Routing congestion map:
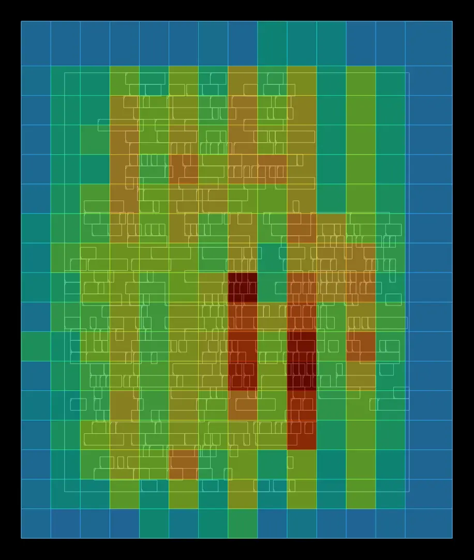
M1 wires:
Supply wires on this layer in gray.
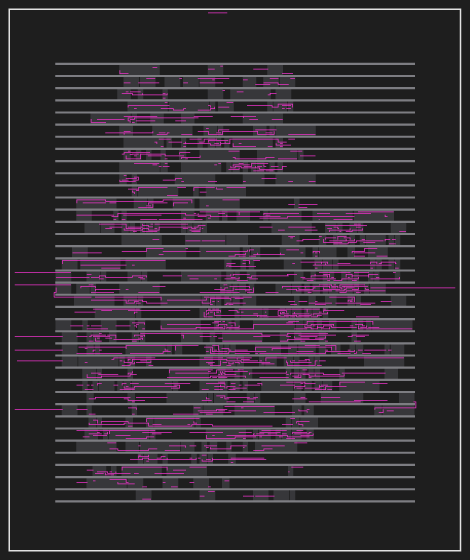
Wires at chosen ports, followed through buffers:
Bar = 20 um.
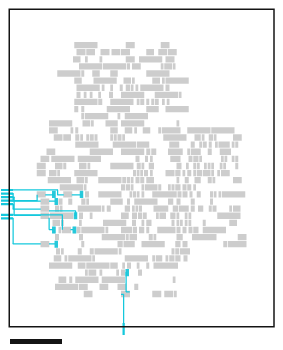
Sequential cells grouped by signal name:
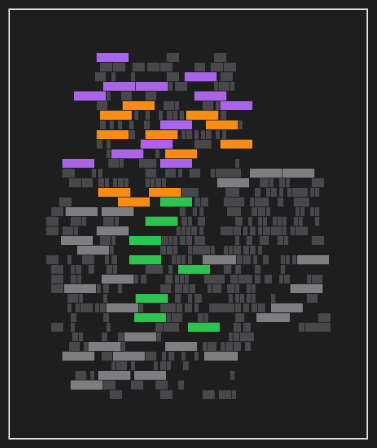
M2 wires:
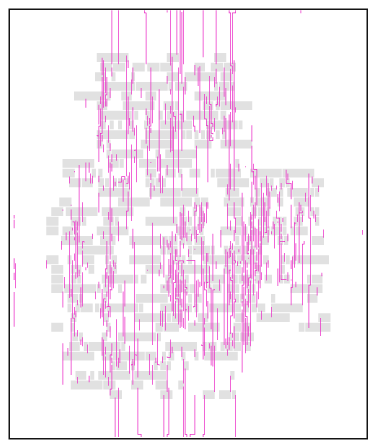
### src/rtl/slave_port.sv
// slave_port: responder end of the serial system bus.
// Deserialises addr/mode/write data, strobes one local memory, serialises reads.
// Ports:
//   clk, rstn                 clock, async active-low reset
//   mode, wr_bus              mode (1=wr) with first bit, serial addr/data in
//   master_valid/slave_ready  wr-side bit handshake
//   slave_valid/master_ready  rd-side bit handshake, rd_bus data out
//   ack                       decoder acknowledge, checked on 6th addr bit
//   split                     read waiting on memory (SPLIT_EN=1)
//   s_addr, s_wr_data         local memory address / write data
//   s_wr_en, s_rd_en          one-cycle local strobes
//   s_rd_data, s_rd_valid     local read return
module slave_port #(
  parameter int ADDR_WIDTH   = 12,
  parameter bit SPLIT_EN     = 1'b0,
  parameter int ABORT_CYCLES = 2
) (
  input  logic                  clk,
  input  logic                  rstn,
  input  logic                  mode,
  input  logic                  wr_bus,
  output logic                  rd_bus,
  input  logic                  ack,
  input  logic                  master_valid,
  output logic                  slave_ready,
  input  logic                  master_ready,
  output logic                  slave_valid,
  output logic                  split,
  output logic [ADDR_WIDTH-1:0] s_addr,
  output logic [7:0]            s_wr_data,
  output logic                  s_wr_en,
  output logic                  s_rd_en,
  input  logic [7:0]            s_rd_data,
  input  logic                  s_rd_valid
);

  localparam int AW = ADDR_WIDTH;
  localparam logic [7:0] GAP_LAST = 8'(ABORT_CYCLES - 1);

  typedef enum logic [2:0] {
    ST_IDLE,
    ST_ADDR,
    ST_WR_DATA,
    ST_MEM_WR,
    ST_RD_REQ,
    ST_RD_WAIT,
    ST_RD_DATA
  } state_t;

  state_t          r_state, w_state_nx;
  logic            r_mode, w_mode_nx;
  logic [AW-2:0]   r_addr, w_addr_nx;
  logic [7:0]      r_data, w_data_nx;
  logic [3:0]      r_cnt, w_cnt_nx;
  logic [7:0]      r_gap, w_gap_nx;
  logic [AW-1:0]   r_saddr, w_saddr_nx;
  logic [7:0]      r_wdata, w_wdata_nx;
  logic            r_rdy, w_rdy_nx;

  logic [AW-1:0]   w_addr_sh;
  logic [7:0]      w_data_sh;
  logic            w_gap_hit;

  // Only the low AW address bits matter locally, so older bits fall off.
  assign w_addr_sh = {r_addr, wr_bus};
  assign w_data_sh = {r_data[6:0], wr_bus};
  assign w_gap_hit = (r_gap == GAP_LAST);

  always_ff @(posedge clk or negedge rstn) begin
    if (!rstn) begin
      r_state <= ST_IDLE;
      r_mode  <= 1'b0;
      r_addr  <= '0;
      r_data  <= '0;
      r_cnt   <= '0;
      r_gap   <= '0;
      r_saddr <= '0;
      r_wdata <= '0;
      r_rdy   <= 1'b0;
    end else begin
      r_state <= w_state_nx;
      r_mode  <= w_mode_nx;
      r_addr  <= w_addr_nx;
      r_data  <= w_data_nx;
      r_cnt   <= w_cnt_nx;
      r_gap   <= w_gap_nx;
      r_saddr <= w_saddr_nx;
      r_wdata <= w_wdata_nx;
      r_rdy   <= w_rdy_nx;
    end
  end

  always_comb begin
    w_state_nx = r_state;
    w_mode_nx  = r_mode;
    w_addr_nx  = r_addr;
    w_data_nx  = r_data;
    w_cnt_nx   = r_cnt;
    w_gap_nx   = r_gap;
    w_saddr_nx = r_saddr;
    w_wdata_nx = r_wdata;
    unique case (r_state)
      ST_IDLE: begin
        w_gap_nx = '0;
        if (master_valid && r_rdy) begin
          w_mode_nx  = mode;
          w_addr_nx  = w_addr_sh[AW-2:0];
          w_cnt_nx   = 4'd1;
          w_state_nx = ST_ADDR;
        end
      end
      ST_ADDR: begin
        if (master_valid) begin
          w_gap_nx  = '0;
          w_addr_nx = w_addr_sh[AW-2:0];
          w_cnt_nx  = r_cnt + 4'd1;
          if (r_cnt == 4'd5 && !ack) begin
            w_cnt_nx   = '0;
            w_state_nx = ST_IDLE;
          end else if (r_cnt == 4'd15) begin
            w_cnt_nx   = '0;
            w_saddr_nx = w_addr_sh;
            w_state_nx = r_mode ? ST_WR_DATA : ST_RD_REQ;
          end
        end else if (w_gap_hit) begin
          w_gap_nx   = '0;
          w_cnt_nx   = '0;
          w_state_nx = ST_IDLE;
        end else begin
          w_gap_nx = r_gap + 8'd1;
        end
      end
      ST_WR_DATA: begin
        if (master_valid) begin
          w_gap_nx  = '0;
          w_data_nx = w_data_sh;
          w_cnt_nx  = r_cnt + 4'd1;
          if (r_cnt == 4'd7) begin
            w_cnt_nx   = '0;
            w_wdata_nx = w_data_sh;
            w_state_nx = ST_MEM_WR;
          end
        end else if (w_gap_hit) begin
          w_gap_nx   = '0;
          w_cnt_nx   = '0;
          w_state_nx = ST_IDLE;
        end else begin
          w_gap_nx = r_gap + 8'd1;
        end
      end
      ST_MEM_WR:  w_state_nx = ST_IDLE;
      ST_RD_REQ:  w_state_nx = ST_RD_WAIT;
      ST_RD_WAIT: begin
        if (s_rd_valid) begin
          w_data_nx  = s_rd_data;
          w_cnt_nx   = '0;
          w_state_nx = ST_RD_DATA;
        end
      end
      ST_RD_DATA: begin
        if (master_ready) begin
          w_data_nx = {r_data[6:0], 1'b0};
          w_cnt_nx  = r_cnt + 4'd1;
          if (r_cnt == 4'd7) begin
            w_cnt_nx   = '0;
            w_state_nx = ST_IDLE;
          end
        end
      end
      default: w_state_nx = ST_IDLE;
    endcase
    // Registered so ready is 0 during reset yet tracks the state after.
    w_rdy_nx = (w_state_nx == ST_IDLE) ||
               (w_state_nx == ST_ADDR) ||
               (w_state_nx == ST_WR_DATA);
  end

  assign slave_ready = r_rdy;
  assign slave_valid = (r_state == ST_RD_DATA);
  assign rd_bus      = slave_valid & r_data[7];
  assign split       = SPLIT_EN &
                       ((r_state == ST_RD_REQ) ||
                        (r_state == ST_RD_WAIT));
  assign s_wr_en     = (r_state == ST_MEM_WR);
  assign s_rd_en     = (r_state == ST_RD_REQ);
  assign s_addr      = r_saddr;
  assign s_wr_data   = r_wdata;

endmodule
### config.mk
export PLATFORM = sky130hd
export DESIGN_NAME = slave_port
export DESIGN_NICKNAME = d
export VERILOG_FILES = /design/src/rtl/slave_port.sv
export SDC_FILE = /design/constraint.sdc
export NUM_CORES = 1
export LEC_CHECK = 0
export ABC_AREA = 1
export CORE_ASPECT_RATIO = 1.25
export CORE_MARGIN = 10
export CORE_UTILIZATION = 35
export DETAILED_ROUTE_END_ITERATION = 12
export GPL_ROUTABILITY_DRIVEN = 0
export SETUP_SLACK_MARGIN = 0.15
export SLEW_MARGIN = 0
export SYNTH_ARGS = -nofsm -noshare
export SYNTH_HDL_FRONTEND = slang
export SYNTH_SLANG_ARGS = --single-unit
### constraint.sdc
create_clock -name clk -period 1.9 [get_ports clk]
set_input_delay 0.19 -clock clk [delete_from_list [all_inputs] [get_ports clk]]
set_output_delay 0.19 -clock clk [all_outputs]
set_load 0.02 [all_outputs]
==> flow_summary_export.csv <==
group,metric,value,unit
synthesis,ys_top_cells_by_count,"89 x nand2_1, 56 x dfrtp_1, 42 x inv_1, 32 x o21ai_0, 23 x o21ai_2",
floorplanning,die-width,100.7,um
timing,number_of_max_slew_violations_in_the_final_report,0,
timing,grt_setup_unrepaired,"no",
synthesis,ys_top_logic_family,"simple AND/OR/NAND/NOR gates",
critical_path,worst_path_dominant_cell_family,"buffers and inverters",
synthesis,ys_sh_adder,0.01757,
synthesis,ys.flop_type,"dfrtp_1",
layout,mi_logic_area,1184,um2
floorplanning,core,7883,um2
layout,nFlopsAndLatches,56,
power_and_ir_drop,power_frac_seq,0.502,
global_route,grt_pass1_vias,2327,
layout,antenna_cells_inserted,0,
synthesis,syn_inst,334,
floorplanning,initial_core_util,0.3613,
synthesis,mappedNetlistNets,354,
synthesis,synth_area_leader_cell,"dfrtp_1",
synthesis,synth_flop_count,56,
timing,max_freq,616.1,MHz
timing,hold-worst-slack,0.3781,ns
synthesis,yosys.area_share.aoi,0.1516,
drt,drt_first_iter_violations,104,
drt,drc,0,
layout,non_clock_buffer_area_share,0.1373,
synthesis,yosys.cell_types.count,30,
global_route,largest_net_degree_at_the_start_of_global_routing,57,
timing,setup_viol,0,
drt,routed_via_density,4.747,
hold_path,class_of_the_tightest_hold_or_removal_check,"input port to async pin",
critical_path,critical_path.startpoint_type,"register",
timing,layout_setup_ws,0.2770,ns
synthesis,yosys_cells,334,
critical_path,critical_path.max_fanout,9,
critical_path,critPathMaxStageDelay,0.47,ns
power_and_ir_drop,report.power.total,3147,uW
power_and_ir_drop,comb-power,882,uW
synthesis,ys_async_sr_fraction,1.000,
critical_path,rr_worst_depth,10,
timing,period_used_share,0.8542,
clock_network,cts_buffers,5,
synthesis,most_common_cell,"nand2_1",
global_route,first_pass_grt_wire_length,10.92,mm
run,stage_log_warnings,28,
synthesis,mux_share,0.003954,
critical_path,timing.critical_path.cells,"inv_4 > nand3_1 > inv_1 > dlygate4sd2_1",
clock_network,clockBufferDepth,2,
run,max_cap_violations,0,
critical_path,critical_path.endpoint_type,"output port",
layout,clkbuf_count,5,
power_and_ir_drop,power_top_consumer,"registers",
critical_path,reg2reg_to,"s_addr[9]$_DFFE_PN0P_",
placement,half_perimeter_wire_length_after_placement,4.665,mm
critical_path,worst_reg2reg_startpoint,"r_state[1]$_DFF_PN0_",
clock_network,clk_pin_slew,0.11,ns
power_and_ir_drop,sw_frac_of_total,0.3594,
drt,route.layer.met1.wl,2.781,mm
clock_network,cts.sinks,56,
layout,nonClockInverterCount,49,
power_and_ir_drop,pg_clk,686,uW
synthesis,synth-warning-count,0,
critical_path,cp-endpoint,"s_rd_en",
placement,pre_cts_slack,0.1457,ns
critical_path,cp_num_buf_inv,3,
clock_network,cts_resized,8,
synthesis,ys_chip_area,2848,um2
timing,fin_crit,1.623,ns
placement,numPlacedInstances,463,
drt,wl_per_cell,13.11,um
power_and_ir_drop,power.internal,2016,uW
power_and_ir_drop,power_switching,1131,uW
timing,fin_setup_tns,0,ns
layout,area_share_clock_buf_inv,0.02637,
critical_path,worst-endpoint-arrival,1.43,ns
global_route,overflow,0,
layout,fin_cells,474,
power_and_ir_drop,cell_pwr_density,908.6,nW/um2
clock_network,ctsRootBufferMaster,"clkbuf_8",
clock_network,cts_hold_buffers,1,
synthesis,postSynthSeqShare,0.4921,
synthesis,simple_gate_area_frac,0.2285,
synthesis,post_synth_instance_area,2848,um2
placement,buffer_ports.inserted,40,
layout,highest_count_cells_in_the_layout_ignoring_fill_and_taps,"88 x nand2_1, 53 x dfrtp_1, 42 x inv_1, 35 x clkdlybuf4s50_1, 32 x o21ai_0",
global_route,grtUsageMet1,0.1305,
clock_network,cts_tree,"done",
synthesis,yosys-top-cells-area,"dfrtp_1 49%, nand2_1 12%, o21ai_2 7.1%",
clock_network,post-cts-setup-buffers,1,
layout,fin_nets,398,
drt,antenna_violating_nets_post_route,0,
synthesis,syn-mean-instance-area,8.526,um2
layout,fillerInstances,789,
power_and_ir_drop,power.share.combinational,0.280,
layout,sh_comb_area,0.3418,
layout,layout.area.top_class,"sequential cells",
layout,share_of_layout_cells_above_drive_strength_1,0.1741,
layout,flip_flop_count_of_the_largest_register_all_copies_and_words_added,12,
synthesis,yosys.area.top_type_share,0.4921,
power_and_ir_drop,leakage,0.001612,uW
critical_path,reg2reg_slack,0.31,ns
global_route,grt_antenna_before_repair,0,
critical_path,worst-path-stages,4,
clock_network,maximum_level_of_the_cts_h_tree,2,
synthesis,edf_count,0,
layout,nMultiInputCombCells,219,
floorplanning,design.die.area,12170,um2
drt,dr_wl_met3,278,um
floorplanning,die_height,120.9,um
drt,total_iterations_of_the_first_detailed_routing_run,4,
global_route,globalRoute.busiestLayer,"met2",
synthesis,post_synth_xor_area_fraction,0.009227,
timing,hold_viol,0,
timing,timing.clock.skew,0.01516,ns
power_and_ir_drop,power.share.clock,0.218,
layout,design_area,3463,um2
layout,layout-area-overhead-vs-synth,21.62,%
outcome,result_of_the_run,"finished, final reports clean",
placement,placement.cell_area,3331,um2
floorplanning,n_tap_cell,95,
-- 'routing congestion map' (at the start) --
GRT met3 Usage: 0.02393
All-Layer GR Usage: 0.1063
final core utilization: 0.4394
met2 track utilization from global routing: 0.1740

-- 'M1 wires' (at the start) --
365 nets have wire on it. The layer carries 2780 um of wire. The longest straight run is 27.1 um. The layer holds 45% of the routed length. The wires run mostly horizontal.
final wirelength: 6.213 mm
number of vias after detailed routing: 2250

-- 'wires at chosen ports, followed through buffers' (at the start) --
Key: cyan = s_rd_data [bits 8, direction input, edge 7 west, 1 south, end cells 8, wire 177 um]

-- 'sequential cells grouped by signal name' (at the start) --
Key: orange = r_addr [flops 11]; purple = s_addr [flops 12]; green = r_gap [flops 8, where center]
Another 25 sequential cells are not colored.
sequential-cell power consumption: 1580 uW
register share of the cell area: 0.4057
sequential cell area in the final layout: 1405 um2

-- 'M2 wires' (at the start) --
321 nets have wire on it. The wires run mostly vertical. The layer carries 3020 um of wire. The layer holds 49% of the routed length. The longest straight run is 36.7 um.

Power and IR drop assume default switching activity.
